==> config.mk <==
export PLATFORM = sky130hd
export DESIGN_NAME = butterfly_pipe
export DESIGN_NICKNAME = d
export VERILOG_FILES = /design/src/rtl/fft_pkg.sv /design/src/rtl/butterfly_pipe_cmul.sv /design/src/rtl/butterfly_pipe.sv
export SDC_FILE = /design/constraint.sdc
export NUM_CORES = 2
export LEC_CHECK = 0
export ABC_AREA = 1
export CAP_MARGIN = 20
export CORE_MARGIN = 2
export CORE_UTILIZATION = 40
export DETAILED_ROUTE_END_ITERATION = 8
export PLACE_DENSITY = 0.65
export RECOVER_POWER = 50
export SLEW_MARGIN = 20
export SYNTH_ARGS = -nofsm -noshare
export SYNTH_HDL_FRONTEND = slang
export SYNTH_SLANG_ARGS = --single-unit
==> constraint.sdc <==
create_clock -name clk -period 7.6 [get_ports clk]
set_input_delay 0.76 -clock clk [delete_from_list [all_inputs] [get_ports clk]]
set_output_delay 0.76 -clock clk [all_outputs]
set_load 0.005 [all_outputs]
==> src/rtl/fft_pkg.sv <==
// Shared constants and arithmetic helpers for the FFT datapath blocks.
// Helpers work on 64-bit signed values; callers size-cast the results back down.
package fft_pkg;

    localparam int DW_DEF = 16;
    localparam int TW_DEF = 16;

    typedef enum logic {
        MODE_DIT = 1'b0,
        MODE_DIF = 1'b1
    } mode_e;

    // Arithmetic shift right by sh (>= 1) with round half-up.
    function automatic logic signed [63:0] rnd_shr(input logic signed [63:0] x, input int sh);
        logic signed [63:0] half;
        half = 64'sd1 <<< (sh - 1);
        return (x + half) >>> sh;
    endfunction

    function automatic logic signed [63:0] sat_max(input int w);
        return (64'sd1 <<< (w - 1)) - 64'sd1;
    endfunction

    function automatic logic signed [63:0] sat_min(input int w);
        return -(64'sd1 <<< (w - 1));
    endfunction

    function automatic logic sat_hit(input logic signed [63:0] x, input int w);
        return (x > sat_max(w)) || (x < sat_min(w));
    endfunction

    function automatic logic signed [63:0] sat_val(input logic signed [63:0] x, input int w);
        if (x > sat_max(w)) begin
            return sat_max(w);
        end else if (x < sat_min(w)) begin
            return sat_min(w);
        end
        return x;
    endfunction

endpackage

==> src/rtl/butterfly_pipe_cmul.sv <==
// Registered complex multiplier: p = a * w, products rounded half-up back to
// the operand scale. Output grows by two bits so no magnitude is lost.
module cmul
    import fft_pkg::*;
#(
    parameter int AW = DW_DEF + 1,
    parameter int TW = TW_DEF
) (
    input  logic                 clk,
    input  logic                 rst_n,
    input  logic                 en,
    input  logic signed [AW-1:0] a_re,
    input  logic signed [AW-1:0] a_im,
    input  logic signed [TW-1:0] w_re,
    input  logic signed [TW-1:0] w_im,
    output logic signed [AW+1:0] p_re,
    output logic signed [AW+1:0] p_im
);

    localparam int PW = AW + TW;

    logic signed [PW-1:0] rr, ii, ri, ir;
    logic signed [PW:0]   sum_re, sum_im;

    always_comb begin
        rr     = PW'(a_re) * PW'(w_re);
        ii     = PW'(a_im) * PW'(w_im);
        ri     = PW'(a_re) * PW'(w_im);
        ir     = PW'(a_im) * PW'(w_re);
        sum_re = (PW + 1)'(rr) - (PW + 1)'(ii);
        sum_im = (PW + 1)'(ri) + (PW + 1)'(ir);
    end

    always_ff @(posedge clk or negedge rst_n) begin
        if (!rst_n) begin
            p_re <= '0;
            p_im <= '0;
        end else if (en) begin
            p_re <= (AW + 2)'(rnd_shr(64'(sum_re), TW - 1));
            p_im <= (AW + 2)'(rnd_shr(64'(sum_im), TW - 1));
        end
    end

endmodule

==> src/rtl/butterfly_pipe.sv <==
// Three-stage radix-2 butterfly (DIT or DIF per transfer) with global stall.
// An input presented in cycle n is on the outputs in cycle n+3 when not stalled.
module butterfly_pipe
    import fft_pkg::*;
#(
    parameter int DW = DW_DEF,
    parameter int TW = TW_DEF
) (
    input  logic                 clk,
    input  logic                 rst_n,
    input  logic                 in_valid,
    output logic                 in_ready,
    input  logic signed [DW-1:0] xa_re,
    input  logic signed [DW-1:0] xa_im,
    input  logic signed [DW-1:0] xb_re,
    input  logic signed [DW-1:0] xb_im,
    input  logic signed [TW-1:0] w_re,
    input  logic signed [TW-1:0] w_im,
    input  logic                 mode,
    input  logic                 scale,
    output logic                 out_valid,
    input  logic                 out_ready,
    output logic signed [DW-1:0] ya_re,
    output logic signed [DW-1:0] ya_im,
    output logic signed [DW-1:0] yb_re,
    output logic signed [DW-1:0] yb_im,
    output logic                 ovf,
    input  logic                 clr_ovf
);

    localparam int IW = DW + 3;
    localparam int MW = DW + 1;

    logic adv;
    assign in_ready = !out_valid || out_ready;
    assign adv      = in_ready;

    // S1: u is the operand that bypasses the multiplier, m the one that is multiplied
    logic signed [IW-1:0] s1n_u_re, s1n_u_im;
    logic signed [MW-1:0] s1n_m_re, s1n_m_im;

    always_comb begin
        if (mode == MODE_DIF) begin
            s1n_u_re = IW'(xa_re) + IW'(xb_re);
            s1n_u_im = IW'(xa_im) + IW'(xb_im);
            s1n_m_re = MW'(xa_re) - MW'(xb_re);
            s1n_m_im = MW'(xa_im) - MW'(xb_im);
        end else begin
            s1n_u_re = IW'(xa_re);
            s1n_u_im = IW'(xa_im);
            s1n_m_re = MW'(xb_re);
            s1n_m_im = MW'(xb_im);
        end
    end

    logic                 s1_valid, s1_scale;
    mode_e                s1_mode;
    logic signed [IW-1:0] s1_u_re, s1_u_im;
    logic signed [MW-1:0] s1_m_re, s1_m_im;
    logic signed [TW-1:0] s1_w_re, s1_w_im;

    always_ff @(posedge clk or negedge rst_n) begin
        if (!rst_n) begin
            s1_valid <= 1'b0;
            s1_scale <= 1'b0;
            s1_mode  <= MODE_DIT;
            s1_u_re  <= '0;
            s1_u_im  <= '0;
            s1_m_re  <= '0;
            s1_m_im  <= '0;
            s1_w_re  <= '0;
            s1_w_im  <= '0;
        end else if (adv) begin
            s1_valid <= in_valid;
            if (in_valid) begin
                s1_scale <= scale;
                s1_mode  <= mode_e'(mode);
                s1_u_re  <= s1n_u_re;
                s1_u_im  <= s1n_u_im;
                s1_m_re  <= s1n_m_re;
                s1_m_im  <= s1n_m_im;
                s1_w_re  <= w_re;
                s1_w_im  <= w_im;
            end
        end
    end

    // S2: product from cmul, bypass operand and controls delayed alongside
    logic signed [IW-1:0] p_re, p_im;

    cmul #(
        .AW (MW),
        .TW (TW)
    ) u_cmul (
        .clk   (clk),
        .rst_n (rst_n),
        .en    (adv),
        .a_re  (s1_m_re),
        .a_im  (s1_m_im),
        .w_re  (s1_w_re),
        .w_im  (s1_w_im),
        .p_re  (p_re),
        .p_im  (p_im)
    );

    logic                 s2_valid, s2_scale;
    mode_e                s2_mode;
    logic signed [IW-1:0] s2_u_re, s2_u_im;

    always_ff @(posedge clk or negedge rst_n) begin
        if (!rst_n) begin
            s2_valid <= 1'b0;
            s2_scale <= 1'b0;
            s2_mode  <= MODE_DIT;
            s2_u_re  <= '0;
            s2_u_im  <= '0;
        end else if (adv) begin
            s2_valid <= s1_valid;
            s2_scale <= s1_scale;
            s2_mode  <= s1_mode;
            s2_u_re  <= s1_u_re;
            s2_u_im  <= s1_u_im;
        end
    end

    // S3: post add/sub, optional halving, saturation
    logic signed [IW-1:0] pre [4];
    logic signed [63:0]   sc  [4];
    logic signed [DW-1:0] yn  [4];
    logic [3:0]           hit;

    always_comb begin
        if (s2_mode == MODE_DIF) begin
            pre[0] = s2_u_re;
            pre[1] = s2_u_im;
            pre[2] = p_re;
            pre[3] = p_im;
        end else begin
            pre[0] = s2_u_re + p_re;
            pre[1] = s2_u_im + p_im;
            pre[2] = s2_u_re - p_re;
            pre[3] = s2_u_im - p_im;
        end
        for (int i = 0; i < 4; i++) begin
            sc[i]  = s2_scale ? rnd_shr(64'(pre[i]), 1) : 64'(pre[i]);
            hit[i] = sat_hit(sc[i], DW);
            yn[i]  = DW'(sat_val(sc[i], DW));
        end
    end

    logic ovf_set;
    assign ovf_set = adv && s2_valid && (|hit);

    always_ff @(posedge clk or negedge rst_n) begin
        if (!rst_n) begin
            out_valid <= 1'b0;
            ya_re     <= '0;
            ya_im     <= '0;
            yb_re     <= '0;
            yb_im     <= '0;
        end else if (adv) begin
            out_valid <= s2_valid;
            if (s2_valid) begin
                ya_re <= yn[0];
                ya_im <= yn[1];
                yb_re <= yn[2];
                yb_im <= yn[3];
            end
        end
    end

    // A saturation landing in the same cycle as a clear must not be lost
    always_ff @(posedge clk or negedge rst_n) begin
        if (!rst_n) begin
            ovf <= 1'b0;
        end else if (ovf_set) begin
            ovf <= 1'b1;
        end else if (clr_ovf) begin
            ovf <= 1'b0;
        end
    end

endmodule

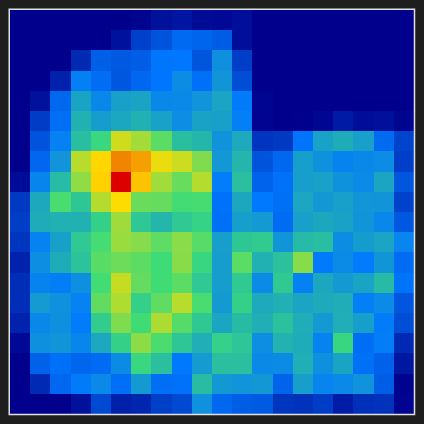
*Routed metal per tile*
(1 px per um) The die is cut into 20 by 20 equal tiles; dark blue is low, red is high, scaled to the fullest tile. Values are wire area over tile area, all layers added.
14% of the tiles are over half the peak. The fullest tile reaches 0.85. The mean over all tiles is 0.23. 19% of the tiles are nearly empty.

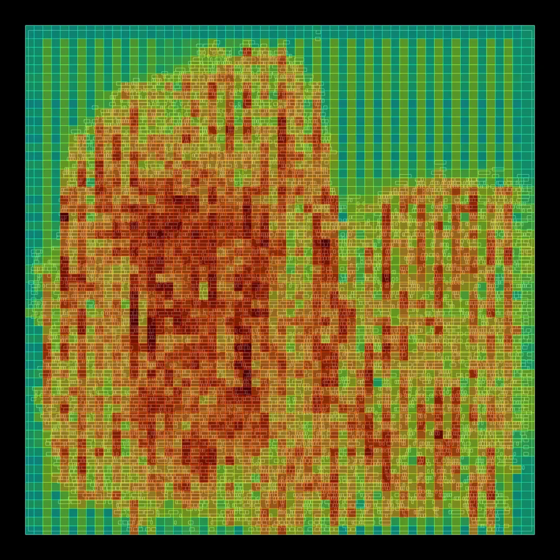
*Routing congestion map*
Routed WL per cell: 20.87 um
met2 usage: 0.4396

## tightest hold or removal path, stage by stage (launching register included)
cell,delay (ps)
sky130_fd_sc_hd__dfrtp_1,350
sky130_fd_sc_hd__nand2_1,60
sky130_fd_sc_hd__nand2_1,50
## through the flow
stage	instances	cell area [um2]
final	10770	73250
after global routing	10760	73240
after CTS	10700	71860
after detailed placement	10640	70730
after global placement	10640	70730
after floorplan	8365	63920
==> COMMIT_EDITMSG <==
Store results of the implementation flow

- Critical register-to-register path startpoint: s1_m_im[6]
- Total tool warning count: 100
* Hold buffers post-CTS: 0
- Fmax: 134.7 MHz
* Total count of max-transition violations in the final report: 93
- Per the post-run analysis, buffers plus inverters along the critical path come to 9.
* Number of distinct library cells after synthesis: 65
* Async set-reset flop share out of synthesis: 1.000
- The detail route stage leaves a number of antenna-violating nets equal to 0.
* Critical Path Sink: u_cmul.p_re[14]
- Clock distribution area overhead in the final layout: 0.01474
- Post-route clock skew: 38.33 ps
- Floorplan die height: 403.7 um
* Utilization after layout: 0.4619
- The cell-mix breakdown from Yosys lists the compound-gate area share as 0.06310.
- Final estimated routing congestion in global placement: 1.006
- CTS sink count: 244
- The final reports fail on max-capacitance violations, max-slew violations.
* Result of the run: finished with violations
- The largest individual stage delay along the critical path comes from the cell sky130_fd_sc_hd__fa_1.
- Type of the most critical hold path: register to register
- Post-CTS Setup Inserts: 2
* Pin count of the biggest net entering global routing: 109
* DRC Markers: 0
- Hold-check failures listed in the final report amount to 0.
- Bufs w/o clock: 646
- In the final layout, the multi-input gates occupy 47910 um2.
- The most critical setup path has its startpoint at s1_m_im[6].
- The first TritonRoute pass finished after 8 iterations.
- Ranking of synthesized cells by instance count: sky130_fd_sc_hd__inv_1, sky130_fd_sc_hd__nand2_1, sky130_fd_sc_hd__fa_1
* Worst path depth: 28
* All-Layer GR Usage: 0.2708
- Sum of net half-perimeters after detailed placement: 181.9 mm
* R2R depth: 28
* Antenna cell count: 1
- Kind of cell with the highest combined delay on the critical path: adder cells
- The core region is 158600 um2.
* Most prevalent standard cell on the critical path: sky130_fd_sc_hd__fa_1
* Met2 wirelength from detailed routing: 101.8 mm
* Sequential cell area in the final layout: 6128 um2
- Post-synth mux share: 0
- Cell type with the largest total area after synthesis: sky130_fd_sc_hd__fa_1
- Clock H-tree levels: 2
- The share of the Yosys chip area taken by registers is 0.09554.
- Post-synth area hogs: sky130_fd_sc_hd__fa_1, sky130_fd_sc_hd__inv_1, sky130_fd_sc_hd__nand2_1
- Sequential cells placed in the final layout were counted as 244.
* Dominant kind of cell: logic gates
* Netlist area before placement: 63910 um2
- A synthesized cell averages 7.640 um2.
- Total I/O pin count: 170
- Looking at the worst setup and hold paths, the clock pins of their registers show a slew of 70 ps.
* Total of clock buffers placed in the layout: 48
- The routed design could run at a clock period as short as 7423 ps.
* Nets@finish: 10460
* Chip area from the yosys synthesis statistics: 63910 um2
* Total length of routed wires: 224.7 mm
* Count of max-cap constraint violations: 1
* Init Core Util: 0.4031
- Prevailing logic family in the synthesized netlist: adder cells
- Longest Clk Path Bufs: 3
- The initial antenna violation count is 7.
- Post-Route Setup TNS: 0 ps
* CTS tree: yes
- Cell at the root of the clock tree: sky130_fd_sc_hd__clkbuf_16
* Non-clock buffering overhead in the final layout: 0.09170
- Final worst-path cycle share: 0.9767
- Yosys top cell by instances: sky130_fd_sc_hd__inv_1
- FF+latch count, synth: 244
- The transition time recorded at the tightest slew-check pin is 5371 ps.
